<file path="src/rtl/stream_capture_buffer.sv">
`default_nettype none
// ============================================================================
// Module  : stream_capture_buffer
// Brief   : Captures triggered multi-channel records into a FIFO and streams
//           them out one channel word per beat.
// Rev     : 1.0  initial release
// ============================================================================
module stream_capture_buffer #(
  parameter int DSIZE         = 32,
  parameter int CHANNELS      = 4,
  parameter int DEPTH         = 16,
  parameter int TRIGGER_TOTAL = 1000
) (
  input  logic                      clock,
  input  logic                      rst,
  input  logic                      enable,
  input  logic [1:0]                trig_mode,
  input  logic                      trigger,
  input  logic [CHANNELS*DSIZE-1:0] data,
  output logic [DSIZE-1:0]          out_data,
  output logic                      out_valid,
  input  logic                      out_ready,
  output logic                      out_last,
  output logic                      busy,
  output logic                      done,
  output logic                      overflow,
  output logic [31:0]               count
);

  localparam int AW = $clog2(DEPTH);
  localparam int CW = (CHANNELS > 1) ? $clog2(CHANNELS) : 1;
  localparam int RW = CHANNELS * DSIZE;

  localparam logic [CW-1:0] LAST_IDX = CW'(CHANNELS - 1);
  localparam logic [31:0]   TOTAL    = 32'(TRIGGER_TOTAL);

  localparam logic [1:0] ST_IDLE    = 2'd0;
  localparam logic [1:0] ST_CAPTURE = 2'd1;
  localparam logic [1:0] ST_DRAIN   = 2'd2;
  localparam logic [1:0] ST_DONE    = 2'd3;

  localparam logic [1:0] MODE_RISE  = 2'b00;
  localparam logic [1:0] MODE_FALL  = 2'b01;
  localparam logic [1:0] MODE_BOTH  = 2'b10;

  logic [1:0]    state_q,    state_d;
  logic          trig_q,     trig_d;
  logic [AW:0]   wr_ptr_q,   wr_ptr_d;
  logic [AW:0]   rd_ptr_q,   rd_ptr_d;
  logic [31:0]   count_q,    count_d;
  logic          overflow_q, overflow_d;
  logic          valid_q,    valid_d;
  logic [CW-1:0] idx_q,      idx_d;
  logic [RW-1:0] rec_q,      rec_d;

  logic [RW-1:0] mem_q [DEPTH];

  logic          w_mode_hit;
  logic          w_event;
  logic          w_fifo_full;
  logic          w_fifo_empty;
  logic          w_push;
  logic          w_beat;
  logic          w_last_beat;
  logic          w_pop;
  logic [RW-1:0] w_head;
  logic [DSIZE-1:0] w_words [CHANNELS];

  // Extra pointer MSB separates full (MSBs differ) from empty (all equal).
  assign w_fifo_empty = (wr_ptr_q == rd_ptr_q);
  assign w_fifo_full  = (wr_ptr_q[AW] != rd_ptr_q[AW]) &&
                        (wr_ptr_q[AW-1:0] == rd_ptr_q[AW-1:0]);
  assign w_head       = mem_q[rd_ptr_q[AW-1:0]];

  always_comb begin
    w_mode_hit = 1'b0;
    case (trig_mode)
      MODE_RISE: w_mode_hit =  trigger & ~trig_q;
      MODE_FALL: w_mode_hit = ~trigger &  trig_q;
      MODE_BOTH: w_mode_hit =  trigger ^  trig_q;
      default:   w_mode_hit = 1'b1;
    endcase
  end

  assign w_event = enable & w_mode_hit & (state_q == ST_CAPTURE);
  // Fullness is judged before any same-cycle pop, so a full FIFO drops the event.
  assign w_push  = w_event & ~w_fifo_full;

  assign w_beat      = valid_q & out_ready;
  assign w_last_beat = w_beat & (idx_q == LAST_IDX);
  assign w_pop       = ~w_fifo_empty & (~valid_q | w_last_beat);

  always_comb begin
    trig_d     = trigger;
    wr_ptr_d   = wr_ptr_q;
    rd_ptr_d   = rd_ptr_q;
    count_d    = count_q;
    overflow_d = overflow_q;
    if (w_push) begin
      wr_ptr_d = wr_ptr_q + (AW+1)'(1);
      count_d  = count_q + 32'd1;
    end
    if (w_event && w_fifo_full) begin
      overflow_d = 1'b1;
    end
    if (w_pop) begin
      rd_ptr_d = rd_ptr_q + (AW+1)'(1);
    end
  end

  // Serializer: a new record may load on the same edge the previous last beat leaves.
  always_comb begin
    valid_d = valid_q;
    idx_d   = idx_q;
    rec_d   = rec_q;
    if (w_pop) begin
      rec_d   = w_head;
      idx_d   = '0;
      valid_d = 1'b1;
    end else if (w_last_beat) begin
      valid_d = 1'b0;
    end else if (w_beat) begin
      idx_d = idx_q + CW'(1);
    end
  end

  always_comb begin
    state_d = state_q;
    case (state_q)
      ST_IDLE: begin
        if (enable) begin
          state_d = ST_CAPTURE;
        end
      end
      ST_CAPTURE: begin
        if (count_d == TOTAL) begin
          state_d = ST_DRAIN;
        end
      end
      ST_DRAIN: begin
        if (w_fifo_empty && !valid_q) begin
          state_d = ST_DONE;
        end
      end
      default: begin
        state_d = ST_DONE;
      end
    endcase
  end

  always_ff @(posedge clock or posedge rst) begin
    if (rst) begin
      state_q    <= ST_IDLE;
      trig_q     <= 1'b0;
      wr_ptr_q   <= '0;
      rd_ptr_q   <= '0;
      count_q    <= '0;
      overflow_q <= 1'b0;
      valid_q    <= 1'b0;
      idx_q      <= '0;
      rec_q      <= '0;
    end else begin
      state_q    <= state_d;
      trig_q     <= trig_d;
      wr_ptr_q   <= wr_ptr_d;
      rd_ptr_q   <= rd_ptr_d;
      count_q    <= count_d;
      overflow_q <= overflow_d;
      valid_q    <= valid_d;
      idx_q      <= idx_d;
      rec_q      <= rec_d;
    end
  end

  // Storage carries no reset; pointers alone define what is valid.
  always_ff @(posedge clock) begin
    if (w_push) begin
      mem_q[wr_ptr_q[AW-1:0]] <= data;
    end
  end

  for (genvar gi = 0; gi < CHANNELS; gi++) begin : g_unpack
    assign w_words[gi] = rec_q[gi*DSIZE +: DSIZE];
  end

  assign out_data  = w_words[idx_q];
  assign out_valid = valid_q;
  assign out_last  = valid_q & (idx_q == LAST_IDX);
  assign busy      = (state_q == ST_CAPTURE) || (state_q == ST_DRAIN);
  assign done      = (state_q == ST_DONE);
  assign overflow  = overflow_q;
  assign count     = count_q;

endmodule
`default_nettype wire
</file>
<file path="config.mk">
export PLATFORM = sky130hd
export DESIGN_NAME = stream_capture_buffer
export DESIGN_NICKNAME = d
export VERILOG_FILES = /design/src/rtl/stream_capture_buffer.sv
export SDC_FILE = /design/constraint.sdc
export NUM_CORES = 2
export LEC_CHECK = 0
export CAP_MARGIN = 10
export CORE_ASPECT_RATIO = 2
export CORE_MARGIN = 2
export CORE_UTILIZATION = 56
export DETAILED_ROUTE_END_ITERATION = 8
export PLACE_DENSITY = 0.76
export SYNTH_ARGS = -nofsm -noshare
export SYNTH_HDL_FRONTEND = slang
export SYNTH_SLANG_ARGS = --single-unit
</file>
<file path="constraint.sdc">
create_clock -name clock -period 14.2 [get_ports clock]
set_input_delay 1.42 -clock clock [delete_from_list [all_inputs] [get_ports clock]]
set_output_delay 1.42 -clock clock [all_outputs]
set_load 0.01 [all_outputs]
</file>
==> flow_summary.ini <==
; synthesis and place-and-route metrics
[cells_and_area]
diodes = 17
inv_count = 18
finalNonFillerCells = 5852
clkCellAreaFrac = 0.0590
final_core_util = 0.630
nMultiInputCombCells = 1055
drive_above_1_share = 0.295
seq_area_frac = 0.692
dominant_cells = sequential cells
seq_cells = 2225
design_area_sq_um = 95300
nNonClkBuffers = 277
largest_register_ffs = 2048

[clock_network]
clock_latency_ns = 0.82
cts_buffer_depth = 4
cts-hold-fix-buffers = 0
cts_sinks = 2225
cts_tree = built
clk_pin_slew_ns = 0.06
cts_setup_buffers = 0

[min_path]
min-delay-start = rec_q[4]
min_path_type = reg2reg
holdPathStages = 1

[detailed_routing]
wl_met2_microns = 108000
antenna_left = 0
wl_met3_microns = 16200
firstDrtPassIters = 7
wl_met1_microns = 70500
top_layer_used = met5
vias = 39100

[yosys]
mappedNetlistArea_sq_um = 85100
top_area_cell = edfxtp_1
ys_cells = 3479
common_cells = edfxtp_1, mux4_2, dfrtp_1, mux2_2, clkbuf_1
yosysWarnings = 0
synth_async_sr_flop_share = 0.0796
synth-adder-area-share = 0.00206
yosys-stat-area_sq_um = 85100
edf_count = 2048
avgSynthCellArea_sq_um = 24.5
ys_sh_simple = 0.00970
mux_area_frac = 0.195
synth_top_cell_by_count = edfxtp_1
fp_nets = 3628

[die]
tap_cells = 1938
dieArea_sq_um = 155000
fp.dieW_microns = 280
core_area_sq_um = 151000

[sta]
max_freq_mhz = 171
tightest_slew_ns = 1.17
relSlewSlack = 0.221
slew_viol_final = 0
fin_crit_sh = 0.411
hold_viol = 0
rsz0062_at_grt = false
whs_ns = 0.507
min_period_ns = 5.84
layout_setup_ws_ns = 8.36

[global_routing]
gr-total-overflow = 0
grt_max_degree = 129
grt_use_met3 = 0.0413
grt-busiest-layer = met2
grt_pass1_vias = 40100
antenna_found_initial = 31

[setup_path]
path_delay_family = buffers and inverters
reg2reg_from = rd_ptr_q[0]
timing.rr.end = mem_q[14][124]
crit_path_end_kind = flop
crit_path_frequent_cell = buf_4
path_class = in2reg
cp.required_ns = 14.62
crit_chain = clkdlybuf4s50_1, inv_1, ha_1, nor2b_1, o311ai_2, buf_4, a21oi_2, nand2_1, nor2_4, buf_4, buf_4, buf_4
path_depth = 12
worst-path-buf-inv = 6
critPathLaunch = trigger
slowest_stage = buf_4
critPathArrivalTime_ns = 6.26
path_max_fanout = 49

[power_and_ir_drop]
internal_power_uw = 12500
p_switching_uw = 4990
combPwrFrac = 0.276
power_uw = 17500
irDropWorstVdd_mv = 0.108
power.leakage_uw = 0.0299
power-top-group = registers
sequentialPowerShare = 0.447
switching_share = 0.285
clockPowerShare = 0.278

[placement]
port_buffers = 203
place_inst = 5513
place_area_sq_um = 89600

[flow_run]
drv_cap = 0

[run_status]
status = complete, no violations
Placement by cell class:
Scale: 1 px per micron.
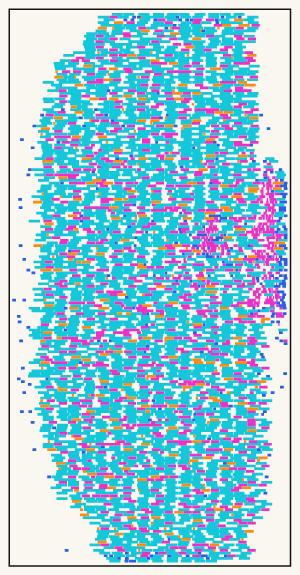
class	colour	cells	share of their area
other buffers and delay cells	blue	277	2.9%
combinational and other logic	magenta	1073	20%
clock drivers and dummy loads	orange	322	6.1%
flops	cyan	2225	71%

Metal layers overlaid:
Scale: 1 px per micron.
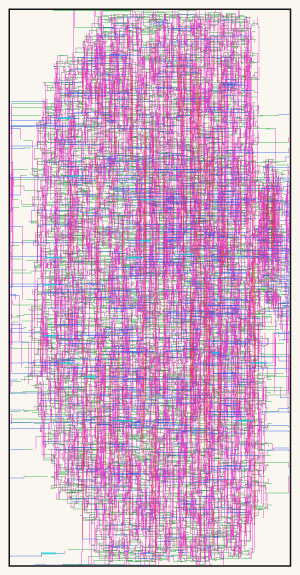
layer	colour	wire length
metal 4	red	9190 microns
metal 1	green	70.5 mm
metal 3	blue	16200 microns
metal 5	cyan	202 microns
metal 2	magenta	108 mm

No activity file was given, so power comes from the tool's default toggle rates.
